Design mul_seq, sky130hd; sources not shown.
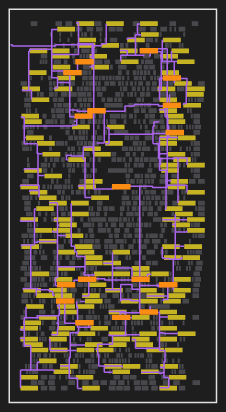
**Above:** routed clock nets over the placement.
Drawn at 2 px/um.
legend:
  purple:
    item: clock wires
    length: 2,050 um
  yellow:
    item: flip-flops
    count: 168
  orange:
    item: clock-net drivers
    count: 17
routed clock nets: 18
clock latency on the worst-skew pair: 0.44 ns
Clk. pwr: 2.21 mW

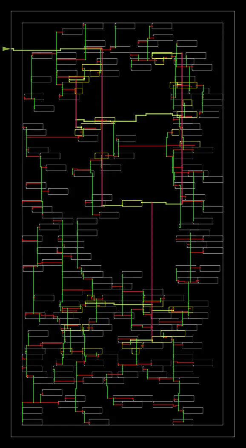
**Above:** clock nets.
Clock Skew: 0.0122 ns
TritonCTS buffer count: 17

==> impl_metrics.csv <==
group,metric,value,unit
setup_path,worstPathCellList,"and2_1, ha_2, inv_2, fa_2, and2b_1, o2111ai_2, a2111o_1, a311o_1, a211oi_4, nor2_1, or3_1",
detailed_routing,wl_per_cell,16.8,um
run_status,status,"finished, violations left",
detailed_routing,totalWireLength,22600,um
placement,io_buffer_count,132,
sta,fin_tns_setup,-0.102,ns
sta,setup_viol,2,
final_layout,layout.nonclk_buf_share,16.3,%
sta,max_freq,328,MHz
power,p_seq_share,33.2,%
grt,grt_pass1_wl,37600,um
detailed_routing,antenna_left,0,
final_layout,fillers,1475,
detailed_routing,drc,0,
power,power_leakage,5.10,nW
final_layout,final-seq-area,4200,um2
yosys,ff_type,"dfrtp_1",
placement,dpl_cell_area,10300,um2
grt,grt_max_degree,85,
die,io_pins,133,
detailed_routing,dr.pass1.iters,5,
grt,top_usage_layer,"met2",
final_layout,fin_area,10900,um2
die,core,17100,um2
detailed_routing,routed_via_density,5.51,
clocking,cts-root-buf,"clkbuf_16",
power,ir_worst_vdd,0.536,mV
run_status,violations,"setup timing",
yosys,syn-num-nets,1067,
setup_path,ff2ff_path_depth,11,
setup_path,cp.required,3.32,ns
setup_path,max_stage_delay,0.44,ns
yosys,yosys_area,8460,um2
grt,grt_pass1_vias,7512,
grt,grt.met2_usage,39.2,%
die,tap_cells,210,
power,powerDensity,919,nW/um2
yosys,yosys.area.top_type_share,49.7,%
clocking,clock_sinks,168,
die,dieHeight,196,um
clocking,cts_setup_buffers,0,
setup_path,worstSetupStartpointType,"flop",
clocking,clkTransAtPathRegs,0.07,ns
flow_run,drv_cap,0,
grt,overflow,0,
final_layout,insertedDiodeCount,0,
setup_path,worstPathMaxFanout,4,
power,internal_power,6.10,mW
power,clkPwrFrac,22.0,%
yosys,top_area_cell,"dfrtp_1",
final_layout,drive_gt1_share,9.89,%
yosys,yosys-top-cells-area,"dfrtp_1, nand2_1, ha_1, nor2_1, o21ai_0",
sta,setup_slack,-0.0525,ns
clocking,hold_buffers,0,
final_layout,non_clock_buffer_count,189,
clocking,tritoncts,"built",
sta,worst_pin_slew,0.765,ns
die,die_area,20200,um2
grt,met3_usage,3.84,%
final_layout,num-nets-final,1221,
## cells by family (layout without fill, tap and decap cells)
logic type	Yosys count	count (layout)	share of synthesized area [%]
AND-OR/OR-AND	198	198	14.9
XOR/XNOR	24	24	2.48
adder cells (fa/ha/maj)	34	34	5.12
buffers and inverters	62	229	2.75
flip-flops	168	168	49.7
multiplexers	12	12	1.52
AND/OR/NAND/NOR	468	468	23.6
## through the flow
step	util [%]	power, mW
floorplan	-	6.27
finish	64.0	10.1
detailed placement	60.3	7.80
global placement	60.3	7.69
global route	64.0	10.8
CTS	63.8	10.0
## power groups by stage
stage | combinational, mW | sequential, mW | clock (mW)
3_5_place_dp | 4.44 | 3.37 | 0
4_1_cts | 4.46 | 3.34 | 2.25
2_1_floorplan | 3.02 | 3.25 | 0
5_1_grt | 5.02 | 3.43 | 2.35
3_3_place_gp | 4.33 | 3.36 | 0
6_report | 4.50 | 3.34 | 2.21
## layer usage
| metal | vias to the layer above | part of all wire [%] |
|---|---|---|
| li1 | 3618 | - |
| met1 | 3554 | 42 |
| met2 | 188 | 51 |
| met3 | 42 | 4.2 |
| met4 | 0 | 2.9 |
| met5 | - | 0 |
## what timing repair did
action,4_1_cts,5_1_grt
endpoints found under the hold margin,0,0
gates resized,2,7
pin swaps,4,2
setup endpoints to repair,7,14
## worst reg2reg max path: cells and delay by family (launching register included)
family                   cells  cell delay (ns)
adder cells (fa/ha/maj)      2             0.52
AND-OR/OR-AND                4             1.24
flip-flops                   1             0.38
buffers and inverters        1             0.04
AND/OR/NAND/NOR              4             0.78
No activity file was given, so power comes from the tool's default toggle rates.
